### Met1 routing, run 1

Scale bar: 20 µm.
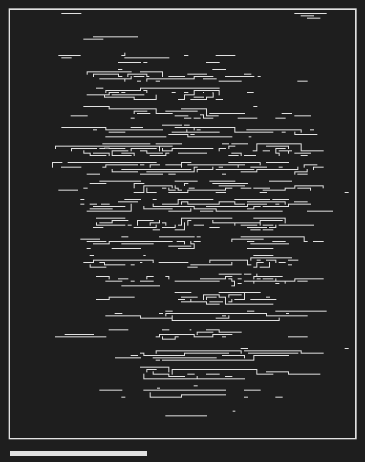
### Congestion heat map, run 1

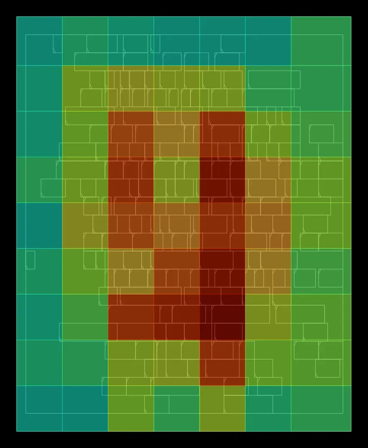
### Wire density map, run 1

Scale bar: 20 µm. The die is cut into 10 by 13 equal tiles; black is low, pale yellow is high, scaled to the fullest tile. Values are wire area over tile area, all layers added.
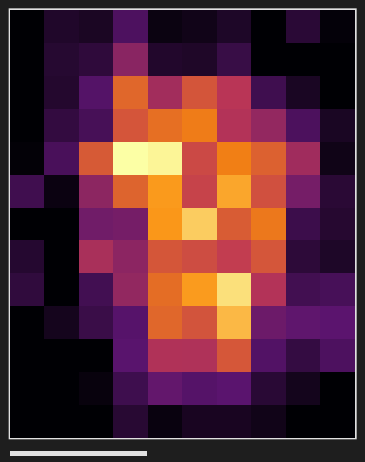
### The metal 2 layer, run 1

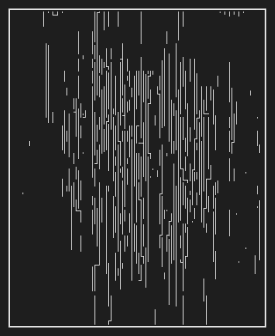
<file path="config.mk">
export PLATFORM = sky130hd
export DESIGN_NAME = program_sequencer
export DESIGN_NICKNAME = d
export VERILOG_FILES = /design/src/rtl/program_sequencer.sv
export SDC_FILE = /design/constraint.sdc
export NUM_CORES = 1
export LEC_CHECK = 0
export CAP_MARGIN = 20
export CORE_ASPECT_RATIO = 1.25
export CORE_UTILIZATION = 39
export CTS_BUF_LIST = sky130_fd_sc_hd__clkbuf_8 sky130_fd_sc_hd__clkbuf_16
export DETAILED_ROUTE_END_ITERATION = 10
export PLACE_DENSITY = 0.83
export SLEW_MARGIN = 20
export SYNTH_ARGS = -nofsm -noshare
export SYNTH_HDL_FRONTEND = slang
export SYNTH_SLANG_ARGS = --single-unit
</file>
<file path="constraint.sdc">
create_clock -name clk -period 2 [get_ports clk]
set_clock_uncertainty 0.1 [all_clocks]
set_input_delay 0.3 -clock clk [delete_from_list [all_inputs] [get_ports clk]]
set_output_delay 0.3 -clock clk [all_outputs]
set_load 0.02 [all_outputs]
</file>
<file path="src/rtl/program_sequencer.sv">
// Loads each program's data window from the staging RAM into the shared core, then runs it; three programs in turn.
// Optional RUN-state watchdog with per-program error flags when SEQ_TIMEOUT_EN is defined.
module program_sequencer #(
  parameter logic [15:0] TIMEOUT_CYCLES = 16'd65535
) (
  input  logic       clk,
  input  logic       reset,
  input  logic       start,
  output logic [7:0] src_addr,
  input  logic [7:0] src_rdata,
  output logic       core_we,
  output logic [7:0] core_waddr,
  output logic [7:0] core_wdata,
  output logic       core_init,
  input  logic       core_done,
  output logic [1:0] prog_sel,
  output logic       busy,
  output logic       done,
  output logic [2:0] err
);
  typedef enum logic [2:0] {S_IDLE, S_LOAD, S_RELEASE, S_RUN, S_DONE} state_t;

  // Program 2's window is split: byte 6, then 32..95.
  localparam logic [7:0] P1_FIRST  = 8'd1;
  localparam logic [7:0] P1_LAST   = 8'd3;
  localparam logic [7:0] P2_FIRST  = 8'd6;
  localparam logic [7:0] P2_RESUME = 8'd32;
  localparam logic [7:0] P2_LAST   = 8'd95;
  localparam logic [7:0] P3_FIRST  = 8'd128;
  localparam logic [7:0] P3_LAST   = 8'd147;

  state_t     r_state, w_state_nxt;
  logic [7:0] r_addr, w_addr_nxt;
  logic [1:0] r_prog, w_prog_nxt;
  logic       r_blank, w_blank_nxt;
  logic [7:0] w_last_addr;
  logic       w_accept;
  logic       w_timeout;

  always_comb begin
    case (r_prog)
      2'd2:    w_last_addr = P2_LAST;
      2'd3:    w_last_addr = P3_LAST;
      default: w_last_addr = P1_LAST;
    endcase
  end

  // r_blank masks a done left over from the previous program in the first RUN cycle.
  assign w_accept = (r_state == S_RUN) && core_done && !r_blank;

  always_comb begin
    w_state_nxt = r_state;
    w_addr_nxt  = r_addr;
    w_prog_nxt  = r_prog;
    w_blank_nxt = 1'b0;
    case (r_state)
      S_IDLE, S_DONE: begin
        if (start) begin
          w_state_nxt = S_LOAD;
          w_prog_nxt  = 2'd1;
          w_addr_nxt  = P1_FIRST;
        end
      end
      S_LOAD: begin
        if (r_addr == w_last_addr) begin
          w_state_nxt = S_RELEASE;
        end else if ((r_prog == 2'd2) && (r_addr == P2_FIRST)) begin
          w_addr_nxt = P2_RESUME;
        end else begin
          w_addr_nxt = r_addr + 8'd1;
        end
      end
      S_RELEASE: begin
        w_state_nxt = S_RUN;
        w_blank_nxt = 1'b1;
      end
      S_RUN: begin
        if (w_accept || w_timeout) begin
          if (r_prog == 2'd3) begin
            w_state_nxt = S_DONE;
          end else begin
            w_state_nxt = S_LOAD;
            w_prog_nxt  = r_prog + 2'd1;
            w_addr_nxt  = (r_prog == 2'd1) ? P2_FIRST : P3_FIRST;
          end
        end
      end
      default: w_state_nxt = S_IDLE;
    endcase
  end

  always_ff @(posedge clk) begin
    if (reset) begin
      r_state <= S_IDLE;
      r_addr  <= '0;
      r_prog  <= '0;
      r_blank <= 1'b0;
    end else begin
      r_state <= w_state_nxt;
      r_addr  <= w_addr_nxt;
      r_prog  <= w_prog_nxt;
      r_blank <= w_blank_nxt;
    end
  end

`ifdef SEQ_TIMEOUT_EN
  logic [15:0] r_wdog;
  logic [2:0]  r_err;
  logic [2:0]  w_err_bit;

  assign w_err_bit = 3'b001 << (r_prog - 2'd1);
  assign w_timeout = (r_state == S_RUN) && (r_wdog == TIMEOUT_CYCLES - 16'd1);

  // A done arriving in the timeout cycle wins, so no error is flagged then.
  always_ff @(posedge clk) begin
    if (reset) begin
      r_wdog <= '0;
      r_err  <= '0;
    end else begin
      if (r_state == S_RUN) r_wdog <= r_wdog + 16'd1;
      else                  r_wdog <= '0;
      if (((r_state == S_IDLE) || (r_state == S_DONE)) && start) r_err <= '0;
      else if (w_timeout && !w_accept)                          r_err <= r_err | w_err_bit;
    end
  end

  assign err = r_err;
`else
  logic w_unused_tmo;
  assign w_unused_tmo = ^TIMEOUT_CYCLES;
  assign w_timeout    = 1'b0;
  assign err          = 3'b000;
`endif

  assign src_addr   = r_addr;
  assign core_waddr = r_addr;
  assign core_wdata = src_rdata;
  assign core_we    = (r_state == S_LOAD);
  assign core_init  = (r_state == S_LOAD) || (r_state == S_RELEASE);
  assign busy       = (r_state == S_LOAD) || (r_state == S_RELEASE) || (r_state == S_RUN);
  assign done       = (r_state == S_DONE);
  assign prog_sel   = r_prog;

endmodule
</file>
==> results.txt, run 1 <==
Max-Cap Viols = 0
Slew Viols, Final = 0
Max clock buf depth = 2
# hold bufs at CTS = 0
area grow syn2layout = 39.1%
vias in the first global route = 1022
OpenROAD warnings = 33
Hold Path Origin = r_state[2]
worst r2r src = prog_sel[0]
final hold violations = 0
Sink Count = 14
Cell Chain, Critical Path = inv_4 -> ha_4 -> nor2b_4 -> or4_4 -> nor4b_4 -> buf_6 -> buf_6 -> a211o_1 -> a31o_2
Nets = 192
outcome = finished, violations left
CP bufs+invs = 3
Top-area cell share = 24.5%
Cell variety after synth = 44
initial antenna violation count = 0
die area = 3160 µm²
placed inst area = 1480 µm²
Post-synth seq share = 24.5%
power density relative to cell area = 897 nW/µm²
Post-synth EDFFs = 0
critical path required time = 2.10 ns
Num CTS Buffers = 3
# Cells Yosys = 143
flop-to-flop setup slack = -0.09 ns
critical path class = register to register
fmax = 479 MHz
Post-synth ARST share = 0%
post-route clock period utilization = 104%
global route overflow = 0
worst hold path class = register to register
Setup-failing EPs final = 7
slack of the critical path = -0.0884 ns
# IOs = 45
yosys stat area = 1140 µm²
failing checks = negative setup slack
Reg2Reg Depth = 9
port bufs = 25
Tmin final = 2.09 ns
CTS tree = done
peak supply drop = 0.518 mV
## Picture notes: 'Met1 routing'
main direction: horizontal
nets with wire on the layer: 157
total wire length: 3010 µm
DR vias: 1141
met1 Track Usage GR: 22.8%

## Picture notes: 'Congestion heat map'
global-route usage over all layers: 19.6%
M3 GR Usage: 3.16%
WL/cell: 14.5 µm
M2 GR Usage: 33.7%

## Picture notes: 'Wire density map'
nearly empty tiles: 21%
tiles over half the peak: 24%
mean over tiles: 0.15
emptiest ninth of the die: bottom left
fullest tile: 0.56

## Picture notes: 'The metal 2 layer'
wire length on this layer: 1530 µm
longest straight run: 27.9 µm
share of all routed wire: 51%
main direction: vertical

[run 1: repair_timing]
action	CTS	global route
setup buffers	1	1
resized	7	7
endpoints found under the setup margin	12	10
hold endpoints to repair	0	0
pin swaps	10	3
[run 1: logic make-up (layout without fill, tap and decap cells)]
kind of cell	after synthesis	count (layout)	share of synthesized area, %
simple gates	53	53	27.9
buf+inv	34	62	18.4
compound gates	29	29	17.6
flops	14	14	24.5
fa+ha+maj	6	6	6.56
xor+xnor	4	4	3.06
mux	2	2	1.75
other cells	1	3	0.328
[run 1: cell usage in the layout (no fill, tap or decap), types with 2 or more instances in the layout]
cell and count:
buf_4 25, xor2_1 2, xnor2_1 2, clkdlybuf4s50_1 22
clkbuf_8 4, nor3_1 3, a22oi_1 2, mux2i_1 2
dlygate4sd2_1 2, o21ai_0 3, nand2_1 6, nor2b_1 2
and2_1 3, dfxtp_1 10, inv_1 5, a31oi_1 2
ha_1 5, nand3_1 4, dfxtp_2 3, nor4_1 3
buf_6 2, nand4b_1 2, conb_1 3, a21oi_1 7
nor2_1 12, nand4_1 2, a31o_2 2, or4_1 2
nand2b_1 4
[run 1: how the worst max path moves through the flow]
| stage | cells after the start | to |
|---|---|---|
| finish | 9 | core_waddr[2] |
| CTS | 8 | core_waddr[2] |
| detailed placement | 8 | core_waddr[6] |
| global placement | 8 | core_waddr[6] |
| global route | 9 | core_waddr[2] |
| floorplan | 7 | core_waddr[3] |
[run 1: stage by stage]
| stage | setup TNS (ns) | util (%) | setup slack (ns) | cells |
|---|---|---|---|---|
| floorplan | -1.10 | - | -0.183 | 145 |
| global placement | -0.523 | 54.0 | -0.0845 | 201 |
| detailed placement | -0.808 | 54.0 | -0.160 | 201 |
| CTS | -0.339 | 56.8 | -0.0856 | 206 |
| global route | -0.805 | 58.3 | -0.147 | 207 |
| finish | -0.304 | 58.3 | -0.0884 | 207 |
[run 1: layer usage]
layer | up-vias | routed length, µm | track usage, % | part of all wire, %
met2 | 40 | 1530 | 33.7 | 51
met4 | 0 | 89 | 10.1 | 3.0
met3 | 9 | 131 | 3.16 | 4.4
li1 | 548 | - | - | -
met5 | - | 0 | 0 | 0
met1 | 544 | 1260 | 22.8 | 42
[run 1: layout make-up]
class / count / area (µm²)
inverters: 6 / 25.0
multi-input cells: 97 / 722
clock buffers: 4 / 55.1
fillers: 255 / 1140
flip-flops and latches: 14 / 288
repair buffers: 52 / 460
well taps: 34 / 42.5
[run 1: registers in the layout, summed over array words and instances, names as in the netlist]
name and count:
core_waddr 8, r_state 3, prog_sel 2, r_blank 1
[run 1: power by group]
part           internal, µW  switching, µW  total [µW]
sequential              323           31.0         354
clock                   175            113         288
combinational           356            430         787
total                   855            575        1430
[run 1: synth_stat cells (all sizes together) (2+ instances only)]
master / count
a21oi: 7
a22oi: 2
a311oi: 2
a31o: 2
a31oi: 2
and2: 3
buf: 21
clkbuf: 7
dfxtp: 14
ha: 6
inv: 6
mux2i: 2
nand2: 7
nand2b: 4
nand3: 4
nand4: 2
nand4b: 2
nor2: 13
nor2b: 3
nor3: 3
nor4: 3
nor4b: 2
o21ai: 4
o221ai: 2
or4: 3
xnor2: 2
xor2: 2
### Local utilization, run 1

Scale bar: 20 µm. The die is cut into 5 by 6 equal tiles; black is low, pale yellow is high, 0 to 100% covered.
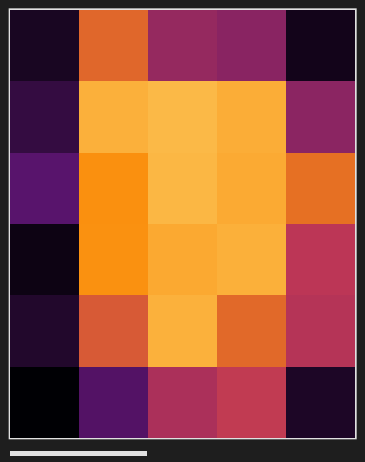

==> inputs of run 2 (changes only) <==
Settings changed: HOLD_SLACK_MARGIN set to 0.1, SETUP_SLACK_MARGIN set to 0.3.
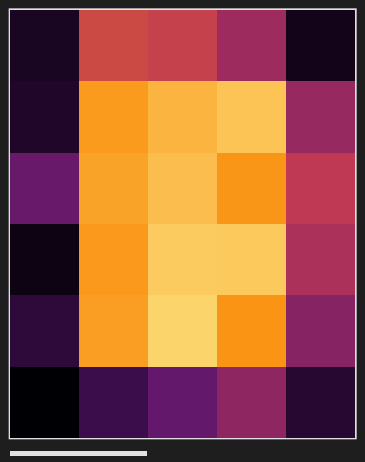
*Local utilization, run 2*
Scale bar: 20 µm. The die is cut into 5 by 6 equal tiles; black is low, pale yellow is high, 0 to 100% covered.
emptiest ninth of the die: bottom left
fullest tile: 91%
tiles over 75% full: 40%
mean over tiles: 49%
densest ninth of the die: middle
nearly empty tiles: 3.3%
core box area: 2730 µm²
Layout Utilization: 58.3%

==> results.txt, run 2 <==
outcome = finished, violations left (unchanged)
failing checks = negative setup slack (unchanged)
power density relative to cell area = 888 nW/µm² (was 897 nW/µm²)
Post-synth EDFFs = 0 (unchanged)
vias in the first global route = 1100 (was 1022)
Hold Path Origin = r_state[0] (was r_state[2])
max FFs per register = 8 (unchanged)
fmax = 476 MHz (was 479 MHz)
WL/cell = 15.1 µm (was 14.5 µm)
total wire length = 3150 µm (was 3010 µm)
peak supply drop = 0.521 mV (was 0.518 mV)
Cell variety after synth = 44 (unchanged)
Nets = 193 (was 192)
slack of the critical path = -0.101 ns (was -0.0884 ns)
Post-synth ARST share = 0% (unchanged)
Slew Viols, Final = 0 (unchanged)
# hold bufs at CTS = 0 (unchanged)
global route overflow = 0 (unchanged)
OpenROAD warnings = 33 (unchanged)
worst hold path class = register to register (unchanged)
# IOs = 45 (unchanged)
Num CTS Buffers = 3 (unchanged)
Max-Cap Viols = 0 (unchanged)
Max clock buf depth = 2 (unchanged)
M1 WL = 1270 µm (was 1260 µm)
CTS tree = done (unchanged)
critical path class = register to register (unchanged)
most used logic cell in the final layout = buf_4 (unchanged)
global-route usage over all layers = 21.1% (was 19.6%)
DR vias = 1148 (was 1141)
final hold violations = 0 (unchanged)
Top-area cell share = 24.5% (unchanged)
final non-filler cell total = 208 (was 207)
die area = 3160 µm² (unchanged)
top cells by count = 20 x buf_4, 14 x dfxtp_1, 12 x nor2_1 (unchanged)
post-route clock period utilization = 105% (was 104%)
met2 wire len = 1640 µm (was 1530 µm)
Setup-failing EPs final = 8 (was 7)
Placed Cells = 201 (unchanged)
Reg2Reg Depth = 9 (unchanged)
CP endpoint = core_waddr[2] (unchanged)
port bufs = 25 (unchanged)
most frequent cell after synthesis = buf_4 (unchanged)
area grow syn2layout = 39.2% (was 39.1%)
Post-synth seq share = 24.5% (unchanged)
Sink Count = 14 (unchanged)
most frequent cells in the layout = 26 x buf_4, 17 x dlygate4sd2_1, 11 x nor2_1 (was 25 x buf_4, 22 x clkdlybuf4s50_1, 12 x nor2_1)
-- run 2: cell count changes in the layout (fill, tap and decap cells not counted), sizes merged --
cell	previous run	this run
clkdlybuf4s50	22	3
clkbuf	4	5
dlymetal6s2s	1	2
dlygate4sd2	2	17
buf	27	29
clkdlybuf4s15	0	1
-- run 2: worst min-delay path by stage --
stage | endpoint
floorplan | r_state[2]
global placement | r_blank
detailed placement | r_blank
CTS | r_blank
global route | core_wdata[3]
finish | r_blank
-- run 2: layout make-up --
class                   count  area, µm²
fillers                   241       1140
multi-input cells          97        742
inverters                   6       25.0
clock buffers               4       55.1
flip-flops and latches     14        288
well taps                  34       42.5
repair buffers             53        442
-- run 2: through the flow --
| stage | worst slack (ns) | instance area [µm²] | hold WS, ns |
|---|---|---|---|
| 2_1_floorplan | -0.183 | 1180 | 0.378 |
| 3_3_place_gp | -0.0845 | 1480 | 0.450 |
| 3_5_place_dp | -0.123 | 1480 | 0.466 |
| 4_1_cts | -0.0768 | 1570 | 0.478 |
| 5_1_grt | -0.165 | 1590 | 0.500 |
| 6_report | -0.101 | 1590 | 0.478 |
-- run 2: critical path, stage by stage, from the launching register on --
cell	delay [ns]
dfxtp_4	0.36
inv_4	0.04
ha_4	0.14
nor2b_4	0.12
or4_4	0.53
nor4b_4	0.27
buf_6	0.17
buf_6	0.10
a211o_1	0.09
a31o_2	0.13
-- run 2: kinds of logic (layout without fill, tap and decap cells) --
| kind of cell | after synthesis | count (layout) | synth area share, % |
|---|---|---|---|
| adder cells (fa/ha/maj) | 6 | 6 | 6.56 |
| buffers and inverters | 34 | 63 | 18.4 |
| multiplexers | 2 | 2 | 1.75 |
| AND/OR/NAND/NOR | 53 | 53 | 27.9 |
| AND-OR/OR-AND | 29 | 29 | 17.6 |
| XOR/XNOR | 4 | 4 | 3.06 |
| flip-flops | 14 | 14 | 24.5 |
| other | 1 | 3 | 0.328 |
-- run 2: power breakdown --
| part | switching (µW) | total (µW) | leakage, µW | internal [µW] |
|---|---|---|---|---|
| registers | 32.1 | 355 | 0.000116 | 323 |
| logic | 446 | 773 | 0.000606 | 327 |
| clock network | 112 | 287 | 0.0000288 | 175 |
-- run 2: timing repair --
| item | CTS | global route |
|---|---|---|
| pin swaps | 10 | 6 |
| setup buffers | 3 | 0 |
| endpoints found under the hold margin | 0 | 0 |
| setup endpoints to repair | 31 | 16 |
| resized | 32 | 12 |
-- run 2: metal layers --
layer | up-vias | global-route usage (%)
met2 | 35 | 36.2
met4 | 0 | 10.8
met5 | - | 0
met3 | 13 | 3.41
met1 | 552 | 24.5
li1 | 548 | -
Power is estimated from default activity; no workload was simulated.
